<file path="src/rtl/writeback_unit_pkg.sv">
// Shared types for the writeback stage: memory-mode codes, FSM states and the
// latched command bundle.
package writeback_unit_pkg;

   // Memory access modes carried with each command; 2'b11 is reserved and
   // behaves as a plain writeback.
   typedef enum logic [1:0] {
      MEM_NOP   = 2'b00,
      MEM_READ  = 2'b01,
      MEM_WRITE = 2'b10,
      MEM_RSVD  = 2'b11
   } mem_mode_e;

   typedef enum logic [1:0] {
      ST_IDLE     = 2'b00,
      ST_ACCESS   = 2'b01,
      ST_COMPLETE = 2'b10
   } wb_state_e;

   // Everything captured from upstream when a command is accepted.
   typedef struct packed {
      logic [15:0] alu_out;
      logic [15:0] store_data;
      logic [2:0]  rd_sel;
      logic        write_rd;
      logic        write_pc;
      mem_mode_e   mode;
   } cmd_t;

   function automatic logic is_mem_op(input mem_mode_e m);
      return (m == MEM_READ) || (m == MEM_WRITE);
   endfunction

endpackage

</file>
<file path="src/rtl/writeback_unit_if.sv">
// Data-memory request/acknowledge bus between the writeback unit (master)
// and data memory (slave).
interface writeback_unit_if;
   logic        O_mem_req;
   logic        O_mem_we;
   logic [15:0] O_mem_addr;
   logic [15:0] O_mem_wdata;
   logic        I_mem_ack;
   logic [15:0] I_mem_rdata;

   modport master (
      output O_mem_req, O_mem_we, O_mem_addr, O_mem_wdata,
      input  I_mem_ack, I_mem_rdata
   );

   modport slave (
      input  O_mem_req, O_mem_we, O_mem_addr, O_mem_wdata,
      output I_mem_ack, I_mem_rdata
   );
endinterface

</file>
<file path="src/rtl/writeback_unit.sv">
// Memory/writeback stage: latches an ALU result bundle, performs an optional
// data-memory access with timeout, then pulses register-file / PC strobes.
module writeback_unit
   import writeback_unit_pkg::*;
#(
   parameter int unsigned TIMEOUT = 255
) (
   input  logic             I_clk,
   input  logic             I_reset,
   input  logic             I_enable,
   input  logic [15:0]      I_alu_out,
   input  logic [15:0]      I_store_data,
   input  logic [2:0]       I_rD_sel,
   input  logic             I_write_rD,
   input  logic             I_write_pc,
   input  logic [1:0]       I_memory_mode,
   writeback_unit_if.master mem,
   output logic             O_reg_we,
   output logic [2:0]       O_reg_sel,
   output logic [15:0]      O_reg_data,
   output logic             O_pc_we,
   output logic [15:0]      O_pc,
   output logic             O_busy,
   output logic             O_done,
   output logic             O_error
);

   // Count value at which an unacknowledged access gives up.
   localparam logic [15:0] TMO_LAST = 16'(TIMEOUT - 1);

   wb_state_e   state_q, state_d;
   cmd_t        cmd_q, cmd_d;
   logic [15:0] cnt_q, cnt_d;
   logic [15:0] rdata_q, rdata_d;
   logic        err_q, err_d;

   logic        accept;
   logic        ack_hit;
   logic        timeout_hit;

   // Qualify handshake events against the current state.
   always_comb begin
      accept      = (state_q == ST_IDLE) && I_enable;
      ack_hit     = (state_q == ST_ACCESS) && mem.I_mem_ack;
      timeout_hit = (TIMEOUT != 0) && (state_q == ST_ACCESS) &&
                    !mem.I_mem_ack && (cnt_q == TMO_LAST);
   end

   // State register.
   always_ff @(posedge I_clk) begin
      if (I_reset) state_q <= ST_IDLE;
      else         state_q <= state_d;
   end

   // Next-state logic; an ack in the final wait cycle wins over the timeout.
   always_comb begin
      state_d = state_q;
      case (state_q)
         ST_IDLE: begin
            if (accept) begin
               if (is_mem_op(mem_mode_e'(I_memory_mode))) state_d = ST_ACCESS;
               else                                      state_d = ST_COMPLETE;
            end
         end
         ST_ACCESS: begin
            if (ack_hit)          state_d = ST_COMPLETE;
            else if (timeout_hit) state_d = ST_IDLE;
         end
         ST_COMPLETE: state_d = ST_IDLE;
         default:     state_d = ST_IDLE;
      endcase
   end

   // Next values for the command latch, wait counter, read capture and error pulse.
   always_comb begin
      cmd_d   = cmd_q;
      cnt_d   = cnt_q;
      rdata_d = rdata_q;
      err_d   = timeout_hit;
      if (accept) begin
         cmd_d.alu_out    = I_alu_out;
         cmd_d.store_data = I_store_data;
         cmd_d.rd_sel     = I_rD_sel;
         cmd_d.write_rd   = I_write_rD;
         cmd_d.write_pc   = I_write_pc;
         cmd_d.mode       = mem_mode_e'(I_memory_mode);
         cnt_d            = '0;
      end else if ((state_q == ST_ACCESS) && !mem.I_mem_ack) begin
         cnt_d = cnt_q + 16'd1;
      end
      if (ack_hit && (cmd_q.mode == MEM_READ)) rdata_d = mem.I_mem_rdata;
   end

   // Datapath registers; all clear on reset so every output reads zero.
   always_ff @(posedge I_clk) begin
      if (I_reset) begin
         cmd_q   <= '0;
         cnt_q   <= '0;
         rdata_q <= '0;
         err_q   <= 1'b0;
      end else begin
         cmd_q   <= cmd_d;
         cnt_q   <= cnt_d;
         rdata_q <= rdata_d;
         err_q   <= err_d;
      end
   end

   // Output decode from state and latched command.
   always_comb begin
      mem.O_mem_req   = (state_q == ST_ACCESS);
      mem.O_mem_we    = (cmd_q.mode == MEM_WRITE);
      mem.O_mem_addr  = cmd_q.alu_out;
      mem.O_mem_wdata = cmd_q.store_data;
      O_done          = (state_q == ST_COMPLETE);
      O_reg_we        = (state_q == ST_COMPLETE) && cmd_q.write_rd &&
                        (cmd_q.mode != MEM_WRITE);
      O_reg_sel       = cmd_q.rd_sel;
      O_reg_data      = (cmd_q.mode == MEM_READ) ? rdata_q : cmd_q.alu_out;
      O_pc_we         = (state_q == ST_COMPLETE) && cmd_q.write_pc &&
                        !is_mem_op(cmd_q.mode);
      O_pc            = cmd_q.alu_out;
      O_busy          = (state_q != ST_IDLE);
      O_error         = err_q;
   end

endmodule

</file>
<file path="src/flat_wrapper.sv">
// flat-port wrapper written by rule: the top's interface ports become plain ports
module writeback_unit_flat import writeback_unit_pkg::*;
#(
   parameter int unsigned TIMEOUT = 255
)
  (I_clk, I_reset, I_enable, I_alu_out, I_store_data, I_rD_sel, I_write_rD, I_write_pc, I_memory_mode, O_reg_we, O_reg_sel, O_reg_data, O_pc_we, O_pc, O_busy, O_done, O_error, mem_O_mem_req, mem_O_mem_we, mem_O_mem_addr, mem_O_mem_wdata, mem_I_mem_ack, mem_I_mem_rdata);
  writeback_unit_if mem_i ();
  input  logic I_clk;
  input  logic I_reset;
  input  logic I_enable;
  input  logic [15:0] I_alu_out;
  input  logic [15:0] I_store_data;
  input  logic [2:0] I_rD_sel;
  input  logic I_write_rD;
  input  logic I_write_pc;
  input  logic [1:0] I_memory_mode;
  output logic O_reg_we;
  output logic [2:0] O_reg_sel;
  output logic [15:0] O_reg_data;
  output logic O_pc_we;
  output logic [15:0] O_pc;
  output logic O_busy;
  output logic O_done;
  output logic O_error;
  output wire logic [$bits(mem_i.O_mem_req)-1:0] mem_O_mem_req;
  output wire logic [$bits(mem_i.O_mem_we)-1:0] mem_O_mem_we;
  output wire logic [$bits(mem_i.O_mem_addr)-1:0] mem_O_mem_addr;
  output wire logic [$bits(mem_i.O_mem_wdata)-1:0] mem_O_mem_wdata;
  input wire logic [$bits(mem_i.I_mem_ack)-1:0] mem_I_mem_ack;
  input wire logic [$bits(mem_i.I_mem_rdata)-1:0] mem_I_mem_rdata;
  assign mem_O_mem_req = mem_i.O_mem_req;
  assign mem_O_mem_we = mem_i.O_mem_we;
  assign mem_O_mem_addr = mem_i.O_mem_addr;
  assign mem_O_mem_wdata = mem_i.O_mem_wdata;
  assign mem_i.I_mem_ack = mem_I_mem_ack;
  assign mem_i.I_mem_rdata = mem_I_mem_rdata;
  writeback_unit #(.TIMEOUT(TIMEOUT)) u_core (.I_clk(I_clk), .I_reset(I_reset), .I_enable(I_enable), .I_alu_out(I_alu_out), .I_store_data(I_store_data), .I_rD_sel(I_rD_sel), .I_write_rD(I_write_rD), .I_write_pc(I_write_pc), .I_memory_mode(I_memory_mode), .mem(mem_i), .O_reg_we(O_reg_we), .O_reg_sel(O_reg_sel), .O_reg_data(O_reg_data), .O_pc_we(O_pc_we), .O_pc(O_pc), .O_busy(O_busy), .O_done(O_done), .O_error(O_error));
endmodule
</file>
<file path="config.mk">
export PLATFORM = sky130hd
export DESIGN_NAME = writeback_unit_flat
export DESIGN_NICKNAME = d
export VERILOG_FILES = /design/src/rtl/writeback_unit_pkg.sv /design/src/rtl/writeback_unit_if.sv /design/src/rtl/writeback_unit.sv /design/src/flat_wrapper.sv
export SDC_FILE = /design/constraint.sdc
export NUM_CORES = 1
export LEC_CHECK = 0
export CAP_MARGIN = 20
export CORE_ASPECT_RATIO = 0.6
export CORE_MARGIN = 2
export CORE_UTILIZATION = 45
export CTS_CLUSTER_SIZE = 14
export DETAILED_ROUTE_END_ITERATION = 10
export HOLD_SLACK_MARGIN = 0.05
export PLACE_DENSITY = 0.82
export SYNTH_ARGS = -nofsm -noshare
export SYNTH_HDL_FRONTEND = slang
export SYNTH_SLANG_ARGS = --single-unit
</file>
<file path="constraint.sdc">
create_clock -name I_clk -period 4.8 [get_ports I_clk]
set_input_delay 1.44 -clock I_clk [delete_from_list [all_inputs] [get_ports I_clk]]
set_output_delay 1.44 -clock I_clk [all_outputs]
set_load 0.1 [all_outputs]
</file>
==> run notes <==
Floorplanning
* 0.467 — initial core utilization
* 133 — num ports
* 71.4 µm — DIE HEIGHT
* 104 — number of tap cells added at floorplan
* 7300 µm² — Std-Cell Core Area

Setup path
* output port — element type at the critical path end
* nor2b_1 -> and3_1 -> clkdlybuf4s50_1 — cells traversed along the worst timing path
* u_core.state_q[1]$_SDFFE_PP0P_ — source of the critical timing path
* O_pc_we — worst setup path end
* 8 — CP max FO
* 5 — cell depth of the worst flop-to-flop path
* 2.38 ns — signal arrival time at the worst endpoint
* reg -> out — CP Class
* buffers and inverters — CP delay by family, top
* 1.15 ns — delay of the slowest cell on the worst path
* 3.36 ns — required time reported for the critical path endpoint

Status
* finished, final reports clean — status

Synth
* 3410 µm² — post-synthesis instance area
* sky130_fd_sc_hd__nand2_1, sky130_fd_sc_hd__dfxtp_1, sky130_fd_sc_hd__a21oi_1 — most used standard cells in the synthesized netlist
* sky130_fd_sc_hd__nand2_1 — post-synthesis cell type with the largest instance count
* simple AND/OR/NAND/NOR gates — dominant kind of combinational cell
* 8.06 µm² — Post-Syn Area per Cell
* 0.0561 — Multiplexer share
* 3410 µm² — chip area from the yosys synthesis statistics
* 33 — distinct lib cells
* sky130_fd_sc_hd__dfxtp_1 — predominant post-synthesis flop cell
* 486 — Synth Net Count
* 423 — post-synthesis cell count
* sky130_fd_sc_hd__dfxtp_1, sky130_fd_sc_hd__nand2_1, sky130_fd_sc_hd__buf_4, sky130_fd_sc_hd__a21oi_1, sky130_fd_sc_hd__mux2_2 — biggest area cells
* 423 — cell total in the yosys stat output
* 0.0147 — adder and majority cell fraction of the synthesized area

Cells and area
* 0.0753 — clock tree cell share of total cell area
* 74 — number of flip-flops and latches
* 269 — Logic Gate Count
* sky130_fd_sc_hd__nand2_1 — most common cell after layout, fill and taps aside
* 38.9% — layout-stage area growth over the synthesis result
* 560 — net count reported at finish
* 0.303 — proportion of cell area occupied by multi-input gates
* sky130_fd_sc_hd__nand2_1, sky130_fd_sc_hd__clkdlybuf4s50_1, sky130_fd_sc_hd__dfxtp_1 — commonest cells after routing, fill and taps aside
* 10 — clock buffer instance count of the final layout
* 7 — Non-clock inverters
* 0.276 — portion of the layout cell area used by non-clock buffers

Power and ir drop
* the clock network — power group with the highest consumption
* 421 nW/µm² — PwrDens
* 0.000792 W — power dissipated in the clock network
* 0.00199 W — Overall Power
* 0.272 — Logic pwr share
* 0.000656 W — switching component of the power
* 0.000542 W — Logic power comb
* 0.331 — Seq pwr share

Timing
* false — setup repair after global routing missed its margin
* 262 MHz — achievable frequency
* 1.03 ns — Tightest Pin Transition
* 0.797 — period utilization
* 0.316 — Worst slew margin
* 0 — number of setup violations in the final report

Place
* 4380 µm² — Cell Area, Placed
* 132 — port bufs
* 5980 µm — hpwl dp
* 1.32 ns — post-placement worst setup slack
* 0.813 — global placement routability congestion

Global route
* 2713 — via count of the first global-routing pass
* 60 — largest net degree at the start of global routing
* 0.276 — met1 routing resource usage after global routing
* 0 — leftover overflow at the end of global routing
* 0 — initial antenna violation count
* 0.0761 — global routing usage on met3
* 0.213 — GRT Total Usage
* met2 — GR peak layer

Routing
* 3780 µm — metal1 wirelength
* 3810 µm — wire length on met2
* 799 µm — detailed route wirelength on metal3
* met4 — Max Used Layer
* 4.94 — Via density
* 4 — number of optimization iterations in the first detailed-route pass
* 0 — final antenna-violating net count
* 0 — DRC Markers

CTS
* 74 — CTS Sinks
* 0.05 ns — clock transition time at the flip-flop clock pins of the worst setup and hold paths
* 0 — number of cells upsized or downsized after cts
* 0 — buffers inserted by post-CTS timing repair
* 9 — total CTS buffers
* 0 — count of hold-fix buffers inserted at cts

Run
* 0 — number of max-cap violations

Hold path
* 2 — Cells on Worst Hold Path
* u_core.cmd_q[3]$_SDFFE_PP0P_ — Hold EP

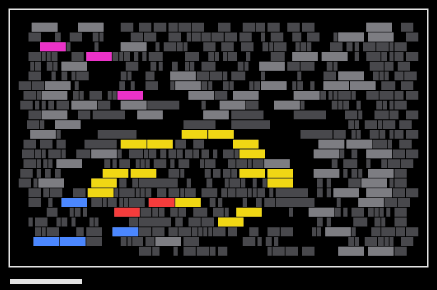
Figure 1: sequential cells grouped by signal name.
Bar = 20 µm.
- `u_core.O_reg_sel`: magenta (flops 3)
- `u_core.cnt_q`: yellow (flops 16)
- `u_core.cmd_q`: blue (flops 4; where south-west)
- `u_core.state_q`: red (flops 2)
- not coloured: 49
sequential-cell power consumption: 0.000660 W
FF+latch area: 1480 µm²
post-layout util: 0.649
register share of the cell area: 0.313

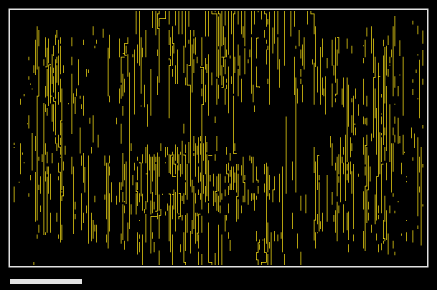
Figure 2: met2 routing.
Bar = 20 µm.
- longest straight run: 43.5 µm
- nets with wire on the layer: 457
- main direction: vertical
- share of all routed wire: 45%
- wire length on this layer: 3810 µm
detailed-route via count: 2986
GR Util met2: 0.333
Routed WL: 8490 µm

No activity file was given, so power comes from the tool's default toggle rates.
